## src/rtl/mem_stage_pkg.sv

```systemverilog
// Shared encodings for the memory-access stage: opcodes, handshake FSM states,
// default widths and a small alignment helper.
package mem_stage_pkg;

   localparam int DATA_W_DEF  = 32;
   localparam int REG_W_DEF   = 6;
   localparam int COND_W_DEF  = 4;
   localparam int TIMEOUT_DEF = 15;

   typedef enum logic [1:0] {
      OP_ALU    = 2'b00,
      OP_LOAD   = 2'b01,
      OP_STORE  = 2'b10,
      OP_BRANCH = 2'b11
   } op_e;

   typedef enum logic {
      ST_IDLE   = 1'b0,
      ST_ACCESS = 1'b1
   } state_e;

   function automatic logic word_aligned(input logic [1:0] addr_lsb);
      return (addr_lsb == 2'b00);
   endfunction

endpackage

```

## src/rtl/dmem_handshake.sv

```systemverilog
// Data-memory req/ack sequencer: holds the request stable until ack or until the
// wait counter expires, and reports completion or timeout for one cycle.
module dmem_handshake
   import mem_stage_pkg::*;
#(
   parameter int DATA_W  = DATA_W_DEF,
   parameter int TIMEOUT = TIMEOUT_DEF
) (
   input  logic              clk,
   input  logic              rst_n,
   input  logic              start,
   input  logic              start_we,
   input  logic [DATA_W-1:0] start_addr,
   input  logic [DATA_W-1:0] start_wdata,
   output logic              dmem_req,
   output logic              dmem_we,
   output logic [DATA_W-1:0] dmem_addr,
   output logic [DATA_W-1:0] dmem_wdata,
   input  logic              dmem_ack,
   input  logic [DATA_W-1:0] dmem_rdata,
   output logic              busy,
   output logic              done,
   output logic              timeout,
   output logic [DATA_W-1:0] rdata
);

   localparam int CNT_W = $clog2(TIMEOUT + 1);

   state_e             state_reg, state_next;
   logic [CNT_W-1:0]   cnt_reg, cnt_next, cnt_inc;
   logic               we_reg;
   logic [DATA_W-1:0]  addr_reg, wdata_reg;

   assign cnt_inc = cnt_reg + 1'b1;

   // Ack is tested before the counter so a same-cycle ack beats the timeout.
   always_comb begin
      state_next = state_reg;
      cnt_next   = cnt_reg;
      done       = 1'b0;
      timeout    = 1'b0;
      case (state_reg)
         ST_IDLE: begin
            if (start) begin
               state_next = ST_ACCESS;
               cnt_next   = '0;
            end
         end
         ST_ACCESS: begin
            if (dmem_ack) begin
               done       = 1'b1;
               state_next = ST_IDLE;
               cnt_next   = '0;
            end else if (cnt_inc == CNT_W'(TIMEOUT)) begin
               timeout    = 1'b1;
               state_next = ST_IDLE;
               cnt_next   = '0;
            end else begin
               cnt_next = cnt_inc;
            end
         end
         default: state_next = ST_IDLE;
      endcase
   end

   always_ff @(posedge clk or negedge rst_n) begin
      if (!rst_n) begin
         state_reg <= ST_IDLE;
         cnt_reg   <= '0;
         we_reg    <= 1'b0;
         addr_reg  <= '0;
         wdata_reg <= '0;
      end else begin
         state_reg <= state_next;
         cnt_reg   <= cnt_next;
         if (state_reg == ST_IDLE && start) begin
            we_reg    <= start_we;
            addr_reg  <= start_addr;
            wdata_reg <= start_wdata;
         end
      end
   end

   // Request is decoded from the state register so an async reset drops it at once.
   assign dmem_req   = (state_reg == ST_ACCESS);
   assign busy       = (state_reg == ST_ACCESS);
   assign dmem_we    = we_reg;
   assign dmem_addr  = addr_reg;
   assign dmem_wdata = wdata_reg;
   assign rdata      = dmem_rdata;

endmodule

```

## src/rtl/mem_access_stage.sv

```systemverilog
// Memory stage: condition register, branch resolution, alignment check and the
// registered writeback / branch / error outputs around the dmem handshake.
module mem_access_stage
   import mem_stage_pkg::*;
#(
   parameter int DATA_W  = DATA_W_DEF,
   parameter int REG_W   = REG_W_DEF,
   parameter int COND_W  = COND_W_DEF,
   parameter int TIMEOUT = TIMEOUT_DEF
) (
   input  logic              clk,
   input  logic              rst_n,
   input  logic              ex_valid,
   output logic              ex_ready,
   input  logic [1:0]        ex_op,
   input  logic [DATA_W-1:0] alu_result,
   input  logic [DATA_W-1:0] store_data,
   input  logic [DATA_W-1:0] new_pc,
   input  logic [REG_W-1:0]  rd_in,
   input  logic [COND_W-1:0] branch_in,
   input  logic              set_cond,
   input  logic [COND_W-1:0] cond_in,
   output logic [COND_W-1:0] alu_cond,
   output logic              dmem_req,
   output logic              dmem_we,
   output logic [DATA_W-1:0] dmem_addr,
   output logic [DATA_W-1:0] dmem_wdata,
   input  logic              dmem_ack,
   input  logic [DATA_W-1:0] dmem_rdata,
   output logic              wb_valid,
   output logic              wb_we,
   output logic [REG_W-1:0]  wb_rd,
   output logic [DATA_W-1:0] wb_data,
   output logic              br_taken,
   output logic [DATA_W-1:0] br_target,
   output logic              mem_err
);

   op_e                op;
   logic               accept, is_mem, aligned, start;
   logic               busy, done, timeout;
   logic [DATA_W-1:0]  rdata;
   logic [COND_W-1:0]  cond_hit;

   logic [COND_W-1:0]  cond_reg;
   logic               wb_valid_reg, wb_we_reg, br_taken_reg, mem_err_reg;
   logic [REG_W-1:0]   wb_rd_reg, pend_rd_reg;
   logic [DATA_W-1:0]  wb_data_reg, br_target_reg;
   logic               pend_load_reg;

   assign op       = op_e'(ex_op);
   assign ex_ready = ~busy;
   assign accept   = ex_valid & ex_ready;
   assign is_mem   = (op == OP_LOAD) || (op == OP_STORE);
   assign aligned  = word_aligned(alu_result[1:0]);
   assign start    = accept & is_mem & aligned;

   // Branch compares against the pre-update register, even when set_cond accompanies it.
   genvar gi;
   generate
      for (gi = 0; gi < COND_W; gi++) begin : g_cond_hit
         assign cond_hit[gi] = branch_in[gi] & cond_reg[gi];
      end
   endgenerate

   dmem_handshake #(
      .DATA_W  (DATA_W),
      .TIMEOUT (TIMEOUT)
   ) u_handshake (
      .clk         (clk),
      .rst_n       (rst_n),
      .start       (start),
      .start_we    (op == OP_STORE),
      .start_addr  (alu_result),
      .start_wdata (store_data),
      .dmem_req    (dmem_req),
      .dmem_we     (dmem_we),
      .dmem_addr   (dmem_addr),
      .dmem_wdata  (dmem_wdata),
      .dmem_ack    (dmem_ack),
      .dmem_rdata  (dmem_rdata),
      .busy        (busy),
      .done        (done),
      .timeout     (timeout),
      .rdata       (rdata)
   );

   always_ff @(posedge clk or negedge rst_n) begin
      if (!rst_n) begin
         cond_reg      <= '0;
         wb_valid_reg  <= 1'b0;
         wb_we_reg     <= 1'b0;
         wb_rd_reg     <= '0;
         wb_data_reg   <= '0;
         br_taken_reg  <= 1'b0;
         br_target_reg <= '0;
         mem_err_reg   <= 1'b0;
         pend_rd_reg   <= '0;
         pend_load_reg <= 1'b0;
      end else begin
         wb_valid_reg <= 1'b0;
         br_taken_reg <= 1'b0;
         mem_err_reg  <= 1'b0;
         if (accept) begin
            if (set_cond) cond_reg <= cond_in;
            case (op)
               OP_ALU: begin
                  wb_valid_reg <= 1'b1;
                  wb_data_reg  <= alu_result;
                  wb_rd_reg    <= rd_in;
                  wb_we_reg    <= (rd_in != '0);
               end
               OP_BRANCH: begin
                  br_taken_reg  <= |cond_hit;
                  br_target_reg <= new_pc;
               end
               default: begin
                  if (!aligned) begin
                     mem_err_reg <= 1'b1;
                  end else begin
                     pend_rd_reg   <= rd_in;
                     pend_load_reg <= (op == OP_LOAD);
                  end
               end
            endcase
         end
         // done/timeout only occur while busy, so they never overlap an accept.
         if (done) begin
            wb_valid_reg <= 1'b1;
            wb_rd_reg    <= pend_rd_reg;
            wb_we_reg    <= pend_load_reg && (pend_rd_reg != '0);
            if (pend_load_reg) wb_data_reg <= rdata;
         end
         if (timeout) mem_err_reg <= 1'b1;
      end
   end

   assign alu_cond  = cond_reg;
   assign wb_valid  = wb_valid_reg;
   assign wb_we     = wb_we_reg;
   assign wb_rd     = wb_rd_reg;
   assign wb_data   = wb_data_reg;
   assign br_taken  = br_taken_reg;
   assign br_target = br_target_reg;
   assign mem_err   = mem_err_reg;

endmodule

```

## config.mk

```make
export PLATFORM = sky130hd
export DESIGN_NAME = mem_access_stage
export DESIGN_NICKNAME = d
export VERILOG_FILES = /design/src/rtl/mem_stage_pkg.sv /design/src/rtl/dmem_handshake.sv /design/src/rtl/mem_access_stage.sv
export SDC_FILE = /design/constraint.sdc
export NUM_CORES = 1
export LEC_CHECK = 0
export CAP_MARGIN = 25
export CORE_MARGIN = 5
export CORE_UTILIZATION = 38
export CTS_CLUSTER_DIAMETER = 40
export DETAILED_ROUTE_END_ITERATION = 6
export GPL_ROUTABILITY_DRIVEN = 1
export MAX_ROUTING_LAYER = met4
export PLACE_DENSITY_LB_ADDON = 0.05
export SYNTH_ARGS = -nofsm -noshare
export SYNTH_HDL_FRONTEND = slang
export SYNTH_SLANG_ARGS = --single-unit
```

## constraint.sdc

```tcl
create_clock -name clk -period 1.4 [get_ports clk]
set_input_delay 0.28 -clock clk [delete_from_list [all_inputs] [get_ports clk]]
set_output_delay 0.28 -clock clk [all_outputs]
set_load 0.005 [all_outputs]
```

Fig. 1: sequential cells grouped by signal name
Other sequential cells in the stronger gray, the rest of the logic in the fainter gray.
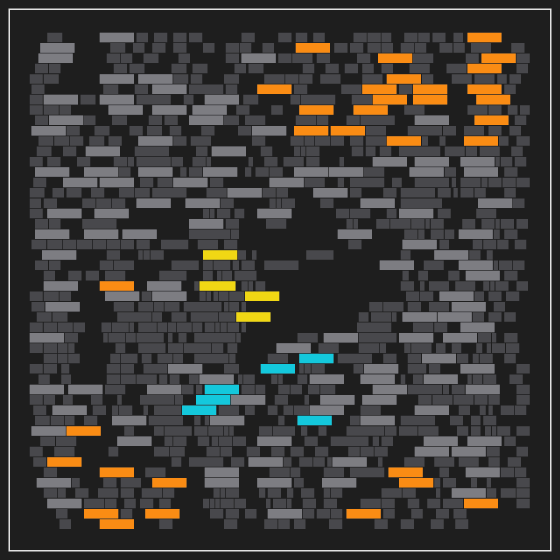
cyan -> wb_rd  # sequential cells 6
yellow -> u_handshake.cnt_reg  # sequential cells 4, where middle
orange -> u_handshake.dmem_wdata  # sequential cells 32, where all over the die

Fig. 2: power grid
Pins as bars on the die edge.
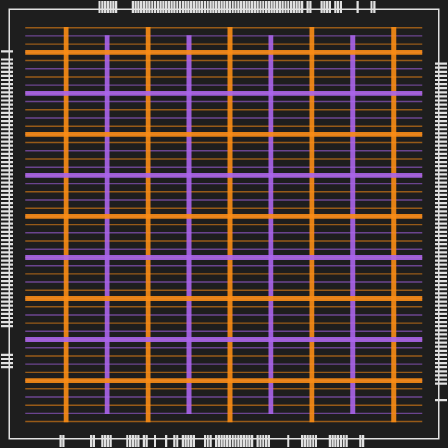
purple -> VDD
orange -> VSS
rows = 48
signal pins = 294
met5 straps = 9
met4 straps = 9
met1 rails = 49

Fig. 3: clock routing
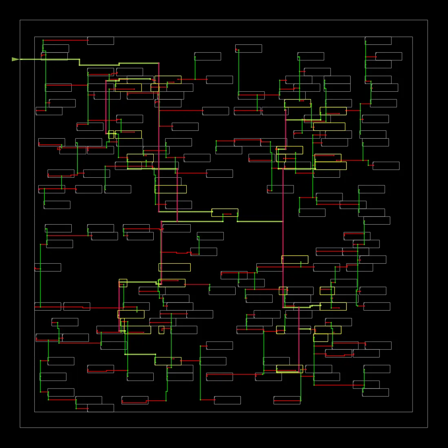
number of clock sinks: 155
flip-flops: 155
Worst Skew: 7.16 ps
clkbuf count: 20
total CTS buffers: 17

Fig. 4: M1 wires
Supply wires on this layer in gray.
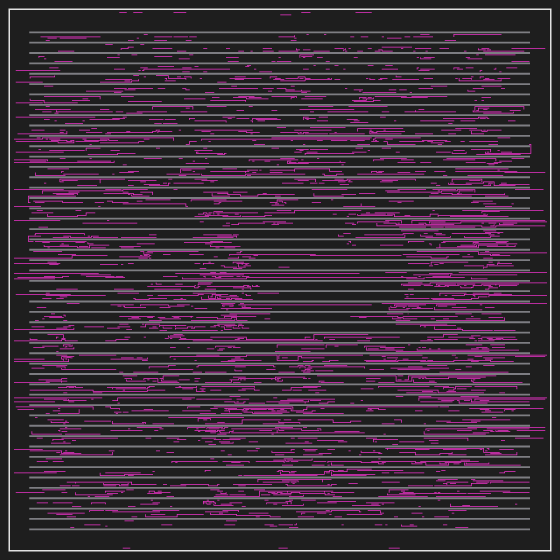
wire length on this layer = 8290 um
main direction = horizontal
Via Count: 5122
grt met1 use: 0.241

Fig. 5: logic cells by family
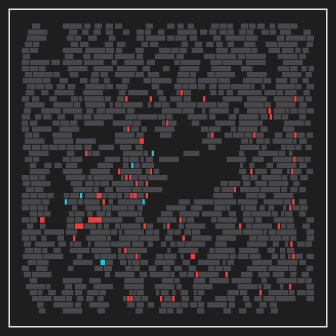
cyan -> inv cells  # cells 6, most used inv_1
red -> nand cells  # cells 54, most used nand2_1
Commonest Layout Cell: dfrtp_1
combinational share of cell area: 0.231
fin cells: 1068

==> GITHUB_STEP_SUMMARY <==
## PnR job results

| Metric | Value |
|---|---|
| Worst-path fanout max | 9 |
| Syn Std Cell Area | 6610 um2 |
| Core area | about 17000 um2 |
| Final Setup Violations | ~140 |
| Met2 GRT Util | 0.323 |
| Post-Route Utilization | 0.651 |
| TritonRoute pass-1 iters | 4 |
| Non-clock buffering overhead | 0.338 |
| Final hold vios | 0 |
| Measured slew at the worst slew-check pin | 518 ps |
| Sw Ratio | 0.254 |
| Share of layout cells above drive strength 1 | 0.286 |
| Multi-In Gates | 273 |
| P_int | around 12 mW |
| Max clock buf depth | 2 |
| Logic pwr share | 0.286 |
| CP bufs+invs | 3 |
| Ys async rst share | 1.00 |
| Critical Path Stages | 6 |
| M1 WL | approximately 8300 um |
| Placed Area | ~10000 um2 |
| Critical path launch point | u_handshake.busy$_DFF_PN0_ |
| Tool warnings | 32 |
| RSZ-0062 raised after global routing | true |
| Crit path cell chain | buf_6, nor2b_4, nand3_4, buf_12, clkbuf_16, mux2_4 |
| Post-Place Cells | slightly below 1000 |
| Fin nets | 986 |
| Congestion Overflow GR | 0 |
| CTS tree | done |
| Critical Path Sink | u_handshake.dmem_addr[8]$_DFFE_PN0P_ |
| Clk_lat worst skew | between 400 and 500 ps |
| Static Leakage | 5.48 nW |
| Layout area overhead | 69.1% |
| Die Wd | about 140 um |
| Total chip power | between 15 and 20 mW |
| Critical path's largest stage delay | ~400 ps |
| GR Layer Usage met3 | 0.0580 |
| Syn_nets | about 610 |
| Tmin final | 1520 ps |
| Cts repair resizes | around 190 |
| I/O Buffers | 293 |
| Clock share of power | 0.315 |
| Met2 wire len | 10400 um |
| Setup ws final | -117 ps |
| Crit path DAT | about 1800 ps |
| Critical Path Start Type | flop |
| Core Rows | 48 |
| Worst r2r path cells | 6 |
| Slew Limit Fails | 0 |
| Worst vdd ir | a little under 0.0009 V |
| Main power group | sequential cells |
| EDFF count, synth | 0 |
| Max-Cap Viols | 0 |
| Status | finished with violations |
| Slew HR | 0.652 |
| Initial Util | 0.385 |
| R2R setup slack | -120 ps |
| Seq share, synth | 0.587 |
| Ys flops | 155 |
| DPL Wire Length | about 14000 um |
| Sequential Power | 6.21 mW |
| Hold buffers post-CTS | 1 |
| Via/cell ratio | ~4.8 |
| Yosys cell count | 457 |
| Setup Buffers After CTS | 22 |
| DRC Markers | 0 |
| Fin Hold WS | 309 ps |
| Reg power frac | 0.399 |
| Yosys xor share | 0.00133 |
| Ys flop type | dfrtp_1 |
| Peak Freq | ~660 MHz |
| Clock network area share | 0.0560 |
| GRT Max-Usage Layer | met2 |
| Ant diodes | 0 |
| Failing checks | setup timing |
-- synthesized netlist by cell type, types with 2 or more instances --
| master | instances | area [um2] |
|---|---|---|
| and2_1 | 3 | 18.8 |
| buf_6 | 11 | 124 |
| mux2i_1 | 38 | 380 |
| nor2_1 | 3 | 11.3 |
| mux2_4 | 67 | 1010 |
| mux2_2 | 39 | 439 |
| clkbuf_1 | 3 | 11.3 |
| and3_1 | 2 | 12.5 |
| nand2_1 | 48 | 180 |
| a22oi_1 | 2 | 15.0 |
| buf_2 | 8 | 40.0 |
| o31ai_1 | 4 | 30.0 |
| o21ai_0 | 41 | 205 |
| dfrtp_1 | 155 | 3880 |
| inv_1 | 6 | 22.5 |
| a21oi_1 | 4 | 20.0 |
| ha_1 | 6 | 75.1 |
Power is estimated from default activity; no workload was simulated.
